--- config.mk ---
export PLATFORM = sky130hd
export DESIGN_NAME = multi_tone_gen
export DESIGN_NICKNAME = d
export VERILOG_FILES = /design/src/rtl/multi_tone_gen_pkg.sv /design/src/rtl/multi_tone_gen_tone_voice.sv /design/src/rtl/multi_tone_gen.sv
export SDC_FILE = /design/constraint.sdc
export NUM_CORES = 1
export LEC_CHECK = 0
export ABC_AREA = 1
export CAP_MARGIN = 10
export CORE_MARGIN = 2
export CORE_UTILIZATION = 39
export CTS_BUF_LIST = sky130_fd_sc_hd__clkbuf_2
export DETAILED_ROUTE_END_ITERATION = 12
export GPL_TIMING_DRIVEN = 0
export PLACE_DENSITY = 0.62
export SYNTH_ARGS = -nofsm -noshare
export SYNTH_HDL_FRONTEND = slang
export SYNTH_SLANG_ARGS = --single-unit
--- constraint.sdc ---
create_clock -name AUD_CLK -period 19.2 [get_ports AUD_CLK]
set_input_delay 3.84 -clock AUD_CLK [delete_from_list [all_inputs] [get_ports AUD_CLK]]
set_output_delay 3.84 -clock AUD_CLK [all_outputs]
set_load 0.01 [all_outputs]
--- src/rtl/multi_tone_gen_pkg.sv ---
// Shared types and helpers for the multi-voice square-wave synthesiser.
// Optional feature macro: MULTI_TONE_GEN_DECAY_EN (per-voice amplitude decay).
package multi_tone_gen_pkg;

  typedef enum logic [1:0] {
    PAN_BOTH  = 2'b00,
    PAN_L     = 2'b01,
    PAN_R     = 2'b10,
    PAN_BOTH2 = 2'b11
  } pan_t;

  typedef enum logic {
    IDLE    = 1'b0,
    PLAYING = 1'b1
  } voice_state_t;

  // Clamp a sign-extended value of in_w significant bits into the signed
  // range of out_w bits. The caller truncates the result to out_w bits.
  function automatic logic signed [63:0] saturate(
    input logic signed [63:0] x,
    input int unsigned        in_w,
    input int unsigned        out_w
  );
    logic signed [63:0] hi;
    logic signed [63:0] lo;
    logic signed [63:0] r;
    hi = (64'sd1 <<< (out_w - 1)) - 64'sd1;
    lo = -hi - 64'sd1;
    if (in_w <= out_w) begin
      r = x;
    end else if (x > hi) begin
      r = hi;
    end else if (x < lo) begin
      r = lo;
    end else begin
      r = x;
    end
    return r;
  endfunction

endpackage

--- src/rtl/multi_tone_gen_tone_voice.sv ---
// One square-wave voice: IDLE/PLAYING state, half-period counter, phase,
// amplitude and pan. Emits a signed contribution (+amp / -amp / 0).
// With MULTI_TONE_GEN_DECAY_EN defined, amplitude decays every DECAY_SAMPLES
// samples and the voice drops to IDLE once it reaches zero.
module tone_voice
  import multi_tone_gen_pkg::*;
#(
  parameter int unsigned DATA_W   = 16,
  parameter int unsigned PERIOD_W = 16
`ifdef MULTI_TONE_GEN_DECAY_EN
  , parameter int unsigned DECAY_SAMPLES = 4800
`endif
) (
  input  logic                     AUD_CLK,
  input  logic                     RESET,
  input  logic                     cmd_hit_i,
  input  logic                     cmd_on_i,
  input  logic [PERIOD_W-1:0]      cmd_period_i,
  input  logic [DATA_W-2:0]        cmd_amp_i,
  input  logic [1:0]               cmd_pan_i,
  output logic signed [DATA_W-1:0] contrib_o,
  output logic [1:0]               pan_o,
  output logic                     active_o
);

  localparam int unsigned AMP_W = DATA_W - 1;

  voice_state_t         state_q, state_d;
  logic [PERIOD_W-1:0]  period_q, period_d;
  logic [PERIOD_W-1:0]  cnt_q, cnt_d;
  logic [AMP_W-1:0]     amp_q, amp_d;
  pan_t                 pan_q, pan_d;
  logic                 phase_q, phase_d;
  logic                 load;
  logic signed [DATA_W-1:0] amp_s;

`ifdef MULTI_TONE_GEN_DECAY_EN
  localparam int unsigned DCNT_W = (DECAY_SAMPLES > 1) ? $clog2(DECAY_SAMPLES) : 1;
  logic [DCNT_W-1:0] dcnt_q, dcnt_d;
  logic [AMP_W-1:0]  amp_step;
`endif

  // A note-on with zero period is treated as a note-off.
  assign load = cmd_hit_i && cmd_on_i && (cmd_period_i != '0);

  // Next-state: command has priority over tone advance for this voice.
  always_comb begin
    state_d  = state_q;
    period_d = period_q;
    cnt_d    = cnt_q;
    amp_d    = amp_q;
    pan_d    = pan_q;
    phase_d  = phase_q;
`ifdef MULTI_TONE_GEN_DECAY_EN
    dcnt_d   = dcnt_q;
    amp_step = '0;
`endif
    if (cmd_hit_i) begin
      if (load) begin
        state_d  = PLAYING;
        period_d = cmd_period_i;
        amp_d    = cmd_amp_i;
        pan_d    = pan_t'(cmd_pan_i);
        cnt_d    = '0;
        phase_d  = 1'b1;
`ifdef MULTI_TONE_GEN_DECAY_EN
        dcnt_d   = '0;
`endif
      end else begin
        state_d = IDLE;
      end
    end else if (state_q == PLAYING) begin
      if (cnt_q == period_q - PERIOD_W'(1)) begin
        cnt_d   = '0;
        phase_d = ~phase_q;
      end else begin
        cnt_d = cnt_q + PERIOD_W'(1);
      end
`ifdef MULTI_TONE_GEN_DECAY_EN
      if (dcnt_q == DCNT_W'(DECAY_SAMPLES - 1)) begin
        dcnt_d   = '0;
        amp_step = ((amp_q >> 3) == '0) ? AMP_W'(1) : (amp_q >> 3);
        if (amp_q <= amp_step) begin
          amp_d   = '0;
          state_d = IDLE;
        end else begin
          amp_d = amp_q - amp_step;
        end
      end else begin
        dcnt_d = dcnt_q + DCNT_W'(1);
      end
`endif
    end
  end

  // Voice registers with synchronous reset.
  always_ff @(posedge AUD_CLK) begin
    if (RESET) begin
      state_q  <= IDLE;
      period_q <= '0;
      cnt_q    <= '0;
      amp_q    <= '0;
      pan_q    <= PAN_BOTH;
      phase_q  <= 1'b0;
`ifdef MULTI_TONE_GEN_DECAY_EN
      dcnt_q   <= '0;
`endif
    end else begin
      state_q  <= state_d;
      period_q <= period_d;
      cnt_q    <= cnt_d;
      amp_q    <= amp_d;
      pan_q    <= pan_d;
      phase_q  <= phase_d;
`ifdef MULTI_TONE_GEN_DECAY_EN
      dcnt_q   <= dcnt_d;
`endif
    end
  end

  assign amp_s = signed'({1'b0, amp_q});

  // Signed contribution from the current (pre-update) state.
  always_comb begin
    contrib_o = '0;
    if (state_q == PLAYING) begin
      contrib_o = phase_q ? amp_s : -amp_s;
    end
  end

  assign pan_o    = pan_q;
  assign active_o = (state_q == PLAYING);

endmodule

--- src/rtl/multi_tone_gen.sv ---
// Multi-voice square-wave synthesiser: command decode, per-voice generators,
// saturating left/right mix and registered 16-bit codec samples.
// Optional feature macro: MULTI_TONE_GEN_DECAY_EN (forwarded to every voice).
module multi_tone_gen
  import multi_tone_gen_pkg::*;
#(
  parameter int unsigned NUM_VOICES    = 5,
  parameter int unsigned DATA_W        = 16,
  parameter int unsigned PERIOD_W      = 16,
  parameter int unsigned DECAY_SAMPLES = 4800,
  localparam int unsigned VIDX_W       = (NUM_VOICES > 1) ? $clog2(NUM_VOICES) : 1
) (
  input  logic                  AUD_CLK,
  input  logic                  RESET,
  input  logic                  cmd_valid,
  output logic                  cmd_ready,
  input  logic [VIDX_W-1:0]     cmd_voice,
  input  logic                  cmd_on,
  input  logic [PERIOD_W-1:0]   cmd_period,
  input  logic [DATA_W-2:0]     cmd_amp,
  input  logic [1:0]            cmd_pan,
  output logic [DATA_W-1:0]     LData,
  output logic [DATA_W-1:0]     RData,
  output logic [NUM_VOICES-1:0] voice_active
);

  localparam int unsigned ACC_W = DATA_W + $clog2(NUM_VOICES) + 1;

  if (NUM_VOICES < 1 || NUM_VOICES > 16 || DECAY_SAMPLES < 1) begin : g_bad_cfg
    $error("multi_tone_gen: NUM_VOICES must be 1..16 and DECAY_SAMPLES >= 1");
  end

  logic                     cmd_ready_q;
  logic                     accept;
  logic [NUM_VOICES-1:0]    hit;
  logic signed [DATA_W-1:0] contrib [NUM_VOICES];
  logic [1:0]               pan_v   [NUM_VOICES];
  logic signed [ACC_W-1:0]  sum_l, sum_r;
  logic [DATA_W-1:0]        ldata_d, rdata_d;
  logic [DATA_W-1:0]        ldata_q, rdata_q;

  assign accept = cmd_valid && cmd_ready_q;

  // Route an accepted command to its voice; out-of-range indices hit nothing.
  always_comb begin
    hit = '0;
    for (int unsigned i = 0; i < NUM_VOICES; i++) begin
      hit[i] = accept && (cmd_voice == VIDX_W'(i));
    end
  end

  for (genvar g = 0; g < NUM_VOICES; g++) begin : g_voice
    tone_voice #(
      .DATA_W   (DATA_W),
      .PERIOD_W (PERIOD_W)
`ifdef MULTI_TONE_GEN_DECAY_EN
      , .DECAY_SAMPLES (DECAY_SAMPLES)
`endif
    ) u_voice (
      .AUD_CLK      (AUD_CLK),
      .RESET        (RESET),
      .cmd_hit_i    (hit[g]),
      .cmd_on_i     (cmd_on),
      .cmd_period_i (cmd_period),
      .cmd_amp_i    (cmd_amp),
      .cmd_pan_i    (cmd_pan),
      .contrib_o    (contrib[g]),
      .pan_o        (pan_v[g]),
      .active_o     (voice_active[g])
    );
  end

  // Sum voice contributions per channel and clamp to the sample range.
  always_comb begin
    sum_l = '0;
    sum_r = '0;
    for (int unsigned i = 0; i < NUM_VOICES; i++) begin
      if (pan_v[i] != PAN_R) sum_l = sum_l + ACC_W'(contrib[i]);
      if (pan_v[i] != PAN_L) sum_r = sum_r + ACC_W'(contrib[i]);
    end
    ldata_d = DATA_W'(saturate(64'(sum_l), ACC_W, DATA_W));
    rdata_d = DATA_W'(saturate(64'(sum_r), ACC_W, DATA_W));
  end

  // Output sample registers and command-port readiness.
  always_ff @(posedge AUD_CLK) begin
    if (RESET) begin
      ldata_q     <= '0;
      rdata_q     <= '0;
      cmd_ready_q <= 1'b0;
    end else begin
      ldata_q     <= ldata_d;
      rdata_q     <= rdata_d;
      cmd_ready_q <= 1'b1;
    end
  end

  assign LData     = ldata_q;
  assign RData     = rdata_q;
  assign cmd_ready = cmd_ready_q;

endmodule
==> flow_summary.ini, run 1 <==
; yosys + openroad results
[setup_path]
worstSetupPathType = reg2reg
slowest_stage = nor3_1
reg2reg_to = RData[9]
ff2ff_setup_slack_ns = 9.64
worstPathRequired_ns = 20.10
endpoint_kind = register
path_common_cell = nand2_1
worstRegToRegCells = 44
cp_slowest_stage_delay_ns = 0.77
cp-start-kind = register
worst-path-max-fanout = 10
worstPathArrival_ns = 10.46
reg2reg_from = g_voice[1].u_voice.active_o

[clock_network]
clock-sinks = 288
ctsResizeCount = 0
clk_pin_slew_ns = 0.10
postCtsHoldBufs = 0
cts_tree = yes
cts_buffers = 79
root_buffer = clkbuf_2
htreeDepth = 3
clockBufferDepth = 3
post_cts_buffers = 0

[hold_path]
hold_end = g_voice[0].u_voice.pan_o[0]
min_path_type = reg2reg
hp-start = g_voice[0].u_voice.pan_o[0]
hold_path_depth = 2

[placed_design]
dp_slack_ns = 9.764
port_buffers = 76
place.gp.congestion = 0.9114
hpwl_mm = 60.57

[routing]
drt_pre_antenna_iters = 6
drt-initial-drc-count = 1564
drc = 0
wl_met1_mm = 35.05
drtAntennaViolNets = 0
top_layer = met5
wl_met3_mm = 3.251
wl_met2_mm = 34.31
vias_per_cell = 5.218

[synth]
synth-edff-count = 0
yosys-stat-area_um2 = 23920
yosysTopAreaCellShare_pct = 24.11
top_cell = nand2_1
numSynthFlops = 288
top_cells_by_count = nand2_1 (596), nor2_1 (516), o21ai_0 (361)
syn_avg_cell_area_um2 = 6.553
topCellsByArea = dfxtp_1 (24%), nand2_1 (9.4%), ha_1 (8.2%), nor2_1 (8.1%), o21ai_0 (7.6%)
ys_cells = 3650
async_reset_ff_share_pct = 0
ys_seq_share_pct = 24.11
yosysWarnings = 0
ys.flop_type = dfxtp_1
floorplan.nets = 3855
syn_inst = 3650
synthDistinctLibCells = 66
netlist_area_um2 = 23920
yosys.area.top_type = dfxtp_1

[die]
chip_area_um2 = 63330
fp_util_pct = 39.55
core_area_um2 = 60470
die_x_um = 251.6
fp-row-count = 90
io_pins = 78
dieHeight_um = 251.6

[final_timing]
min_period_ns = 9.556
relSlewSlack_pct = 24.91
timing.final.crit_share_pct = 49.77
final-setup-viol-count = 0
grt_setup_unrepaired = false
slew_viol_final = 0
hold_viol = 0
fin_setup_tns_ns = 0
setup_slack_ns = 9.644
tightest_slew_ns = 1.122
fmax_mhz = 104.6

[pwr]
power.density_nw_per_um2 = 47.43
p_leak_nw = 12.15
peakVddDrop_mv = 0.04427

[finish]
logic_area_um2 = 16230
nNetsFinal = 4012
num-fill-cells = 6509
area_delta_synth_final_pct = 10.13
seqCellArea_um2 = 5766
drive_above_1_share_pct = 8.175

[global_route]
antenna_found_initial = 4
overflow = 0
grt_max_degree = 13
grt_util_all_layers_pct = 23.57
grt_pass1_vias = 22420
grt_pass1_wl_mm = 119.2

[flow_run]
tool_warnings = 26
max-cap-violations = 0

[outcome]
status = finished clean
-- run 1: cell usage in the layout, fill, tap and decap left out, types with 104 or more instances in the layout --
cell type	count
ha_1	157
o21ai_0	361
nor2_1	516
nand2_1	596
clkbuf_2	104
xor2_1	158
inv_1	346
nand3_1	138
dfxtp_1	288
a21oi_1	351
-- run 1: sequential cells by signal, summed over array words and instances (netlist names) --
signal	flops
g_voice.u_voice.cnt_q	80
g_voice.u_voice.period_q	80
g_voice.u_voice.amp_q	75
LData	16
RData	16
g_voice.u_voice.pan_o	10
g_voice.u_voice.active_o	5
g_voice.u_voice.phase_q	5
cmd_ready	1
-- run 1: cell type report --
| class | instances | area share (%) |
|---|---|---|
| sequential | 288 | 21.89 |
| clock buffer | 104 | 1.976 |
| multi-input combinational | 2868 | 61.63 |
| timing repair buffer | 76 | 2.888 |
| antenna | 2 | 0.01900 |
| tap | 782 | 3.714 |
| clock inverter | 23 | 0.6032 |
| inverter | 375 | 5.353 |
| buffer | 119 | 1.933 |
-- run 1: power by group --
group | internal [W] | switching [W] | total, W
Clock | 0.000174 | 0.000264 | 0.000438
Sequential | 0.000611 | 0.00000801 | 0.000619
Combinational | 0.0000750 | 0.000117 | 0.000192
Total | 0.000860 | 0.000390 | 0.00125
-- run 1: critical path, delay by kind of cell (launching register included) --
| kind | cells | cell delay [ns] |
|---|---|---|
| flip-flops | 1 | 0.54 |
| AND-OR/OR-AND | 14 | 2.38 |
| XOR/XNOR | 3 | 0.88 |
| buffers and inverters | 6 | 1.09 |
| adder cells (fa/ha/maj) | 4 | 1.58 |
| AND/OR/NAND/NOR | 17 | 2.94 |
-- run 1: cell families after synthesis --
group	after synthesis	share of synthesized area (%)
xor+xnor	258	9.573
flops	288	24.11
fa+ha+maj	165	8.883
buf+inv	494	8.025
compound gates	885	20.43
simple gates	1556	28.81
mux	4	0.1674
-- run 1: metrics by stage --
step	total power, W	utilization (%)	area, um^2	instances	hold slack, ns
after global placement	0.0008235	42.43	25660	4508	0.4601
after global routing	0.001316	43.56	26340	4637	0.4907
after detailed placement	0.0008250	42.43	25660	4508	0.4618
after CTS	0.001264	43.55	26340	4635	0.4759
final	0.001249	43.56	26340	4637	0.4747
after floorplan	0.0007549	-	23920	3650	0.4429
-- run 1: worst max-delay path by stage --
stage | cells past startpoint | slack [ns] | startpoint | endpoint
after detailed placement | 44 | 9.76 | g_voice[1].u_voice.active_o | RData[9]
after global routing | 44 | 8.84 | g_voice[1].u_voice.active_o | RData[9]
final | 44 | 9.64 | g_voice[1].u_voice.active_o | RData[9]
after global placement | 44 | 9.82 | g_voice[1].u_voice.active_o | RData[9]
after floorplan | 52 | 11.68 | g_voice[0].u_voice.pan_o[0] | LData[5]
after CTS | 46 | 9.72 | g_voice[1].u_voice.active_o | RData[14]
-- run 1: per-layer routing --
layer	vias up	track usage (%)
li1	12530	-
met1	10980	31.37
met2	554	39.19
met3	123	2.816
met4	4	8.452
met5	-	0
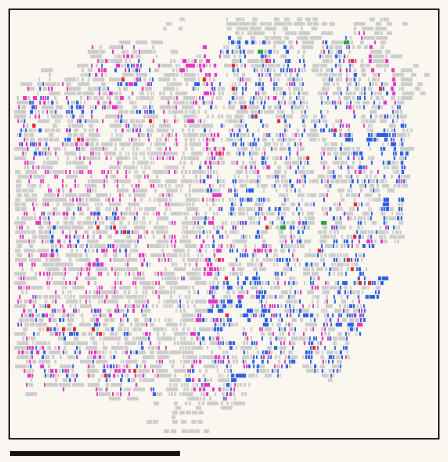
run_1/gate_families.png
Bar = 100 um.
Blue stands for NAND gates, cells 834, most used nand2_1, where widely spread. Green stands for multiplexers, cells 4, most used mux2i_1. Red stands for AND and OR gates, cells 39, most used or2_2. Magenta stands for NOR gates, cells 683, most used nor2_1, where widely spread.
dominant logic cell type in the layout: nand2_1
Comb area share: 61.63%
non-filler cells, final: 4637

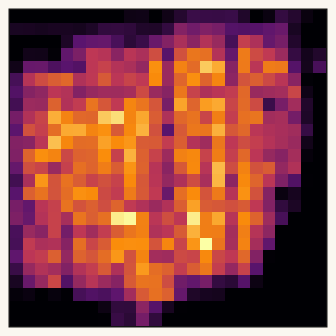
run_1/wire_density.png
25 x 25 tiles, from black (low) to pale yellow (high), scaled to the fullest tile. Values are wire area over tile area, all layers added.
The emptiest ninth of the die: south-east. 40% of the tiles are over half the peak. The mean over all tiles is 0.19.
Post-Route WL: 75.06 mm
WL per Instance: 16.19 um
vias: 24200

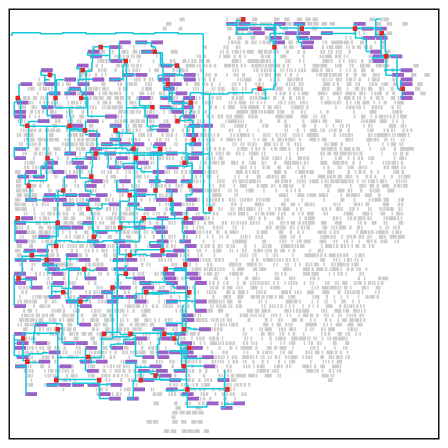
run_1/clock_map.png
Cyan stands for clock wires, length 4410 um. Purple stands for flip-flops, count 288. Red stands for cells driving clock nets, count 79.
There are 80 routed clock nets.
clk latency late pin: 1.02 ns
skew final: 0.07527 ns

==> run 2, diff against run 1 <==
==> constraint.sdc (replaced) <==
create_clock -name AUD_CLK -period 9.3 [get_ports AUD_CLK]
set_input_delay 1.86 -clock AUD_CLK [delete_from_list [all_inputs] [get_ports AUD_CLK]]
set_output_delay 1.86 -clock AUD_CLK [all_outputs]
set_load 0.01 [all_outputs]
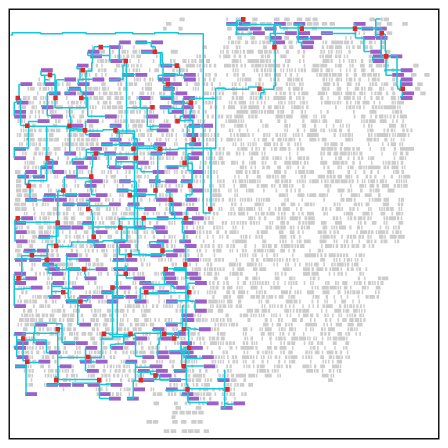
run_2/clock_map.png
Cyan stands for clock wires, length 4410 um. Red stands for cells driving clock nets, count 79. Purple stands for flip-flops, count 288.
There are 80 routed clock nets.
clock power share: 35.1%
Clk power: 0.000905 W
skew final: 0.07386 ns

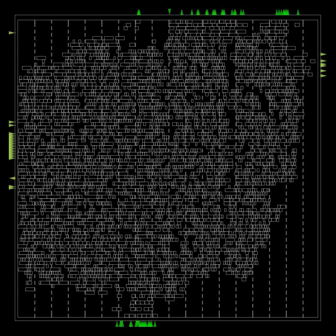
run_2/final_placement.png
non-filler cells, final: 4641
Final Core Density: 43.86%

==> flow_summary.ini, run 2 <==
; yosys + openroad results
[outcome]
status = finished clean

[finish]
seqCellArea_um2 = 5767
lay_top_cells = nand2_1 (595), nor2_1 (512), o21ai_0 (357)
top_regs = g_voice.u_voice.cnt_q: 80 flops, g_voice.u_voice.period_q: 80 flops, g_voice.u_voice.amp_q: 75 flops
layout_top_cell = nand2_1
area_delta_synth_final_pct = 10.89
nNetsFinal = 4016
drive_above_1_share_pct = 9.100
logic_area_um2 = 16370
num-fill-cells = 6478

[placed_design]
port_buffers = 76
dp_slack_ns = -0.1360
hpwl_mm = 60.57
place.gp.congestion = 0.9114

[clock_network]
clock-sinks = 288
postCtsHoldBufs = 0
clockBufferDepth = 3
clk_pin_slew_ns = 0.10
cts_tree = yes
clkLatencyLatePin_ns = 1.02
root_buffer = clkbuf_2
htreeDepth = 3
cts_buffers = 79

[final_timing]
relSlewSlack_pct = 23.90
final-setup-viol-count = 0
min_period_ns = 8.633
holdWs_ns = 0.4754
hold_viol = 0
tightest_slew_ns = 1.137
slew_viol_final = 0
fmax_mhz = 115.8
timing.final.crit_share_pct = 92.83
setup_slack_ns = 0.6671
fin_setup_tns_ns = 0

[synth]
async_reset_ff_share_pct = 0
numSynthFlops = 288
ys_seq_share_pct = 24.11
top_cell = nand2_1
syn_avg_cell_area_um2 = 6.553
ys.flop_type = dfxtp_1
topCellsByArea = dfxtp_1 (24%), nand2_1 (9.4%), ha_1 (8.2%), nor2_1 (8.1%), o21ai_0 (7.6%)
synth-edff-count = 0
yosys.area.top_type = dfxtp_1
syn_inst = 3650
ys_cells = 3650
netlist_area_um2 = 23920
floorplan.nets = 3855
yosys-stat-area_um2 = 23920
yosysWarnings = 0
top_cells_by_count = nand2_1 (596), nor2_1 (516), o21ai_0 (361)
synthDistinctLibCells = 66
yosysTopAreaCellShare_pct = 24.11

[die]
fp_util_pct = 39.55
core_area_um2 = 60470
fp-row-count = 90
dieHeight_um = 251.6
die_x_um = 251.6
chip_area_um2 = 63330
io_pins = 78

[pwr]
peakVddDrop_mv = 0.09142
power.density_nw_per_um2 = 97.38
p_leak_nw = 12.26

[setup_path]
path_common_cell = nand2_1
endpoint_kind = register
worstSetupPathType = reg2reg
worst-path-max-fanout = 10
cp-start-kind = register
slowest_stage = dfxtp_1
worstPathRequired_ns = 10.20
cp_slowest_stage_delay_ns = 0.45
worstPathArrival_ns = 9.53

[flow_run]
max-cap-violations = 0
tool_warnings = 26

[routing]
vias_per_cell = 5.214
drc = 0
wirelength_mm = 75.14
drtAntennaViolNets = 0
post_drt_wl_per_cell_um = 16.19
drt-initial-drc-count = 1594
drt_pre_antenna_iters = 6
vias = 24200

[hold_path]
min_path_type = reg2reg

[global_route]
grt_util_all_layers_pct = 23.57
grt_pass1_vias = 22430
antenna_found_initial = 4
grt_pass1_wl_mm = 119.3
grt_max_degree = 13
overflow = 0
## run 2: cell counts after synthesis
Identical to the previous run, type by type.
## run 2: what timing repair did
item	4_1_cts	5_1_grt
setup endpoints to repair	22	32
hold endpoints to repair	0	0
setup buffers	0	4
gates resized	2	49
pin swaps	0	2
cloned	0	0
## run 2: kinds of logic (layout without fill, tap and decap cells)
logic type,Yosys count,after routing,share of synthesized area [%]
AND-OR/OR-AND,885,885,20.43
XOR/XNOR,258,258,9.573
adder cells (fa/ha/maj),165,165,8.883
buffers and inverters,494,701,8.025
flip-flops,288,288,24.11
multiplexers,4,4,0.1674
other,0,2,0
AND/OR/NAND/NOR,1556,1556,28.81
## run 2: worst paths after layout
kind | from | to | slack [ns] | cells past startpoint
worst max register to register | g_voice[0].u_voice.active_o | RData[9] | 0.67 | 46
worst min-delay path | g_voice[4].u_voice.pan_o[0] | g_voice[4].u_voice.pan_o[0] | 0.48 | 2
worst min register to register | g_voice[4].u_voice.pan_o[0] | g_voice[4].u_voice.pan_o[0] | 0.48 | 2
worst max-delay path | g_voice[0].u_voice.active_o | RData[9] | 0.67 | 46
## run 2: final cells by class
class | count | area share [%]
diodes | 2 | 0.01887
clock buffers | 104 | 1.962
plain buffers | 119 | 1.972
flip-flops and latches | 288 | 21.74
inverters | 375 | 5.317
multi-input cells | 2868 | 61.72
well taps | 782 | 3.689
clock inverters | 23 | 0.5991
repair buffers | 80 | 2.981
## run 2: routing by layer
layer	GRT usage, %	vias to the layer above	wire (um)
met4	8.452	4	2379
met5	0	-	27
met3	2.816	121	3417
met1	31.38	11000	34800
li1	-	12530	-
met2	39.20	540	34520
## run 2: through the flow
stage / cell area (um^2) / std cells / total power [W] / util (%)
final: 26520 / 4641 / 0.002583 / 43.86
after global routing: 26520 / 4641 / 0.002720 / 43.86
after CTS: 26340 / 4635 / 0.002609 / 43.56
after detailed placement: 25660 / 4508 / 0.001703 / 42.43
after global placement: 25660 / 4508 / 0.001700 / 42.43
after floorplan: 23920 / 3650 / 0.001558 / -
## run 2: where the power goes
part	internal (W)	switching [W]	leakage, nW
clock	0.000359	0.000546	0.503
sequential	0.00126	0.0000166	2.33
combinational	0.000156	0.000243	9.43
## run 2: worst max-delay path, delay by kind of cell (launching register included)
kind / cells / cell delay [ns]
AND-OR/OR-AND: 15 / 2.77
AND/OR/NAND/NOR: 17 / 1.94
adder cells (fa/ha/maj): 5 / 1.68
buffers and inverters: 6 / 0.98
XOR/XNOR: 3 / 0.69
flip-flops: 1 / 0.45
Power figures rest on the tool's default switching activity, not on a simulated workload.
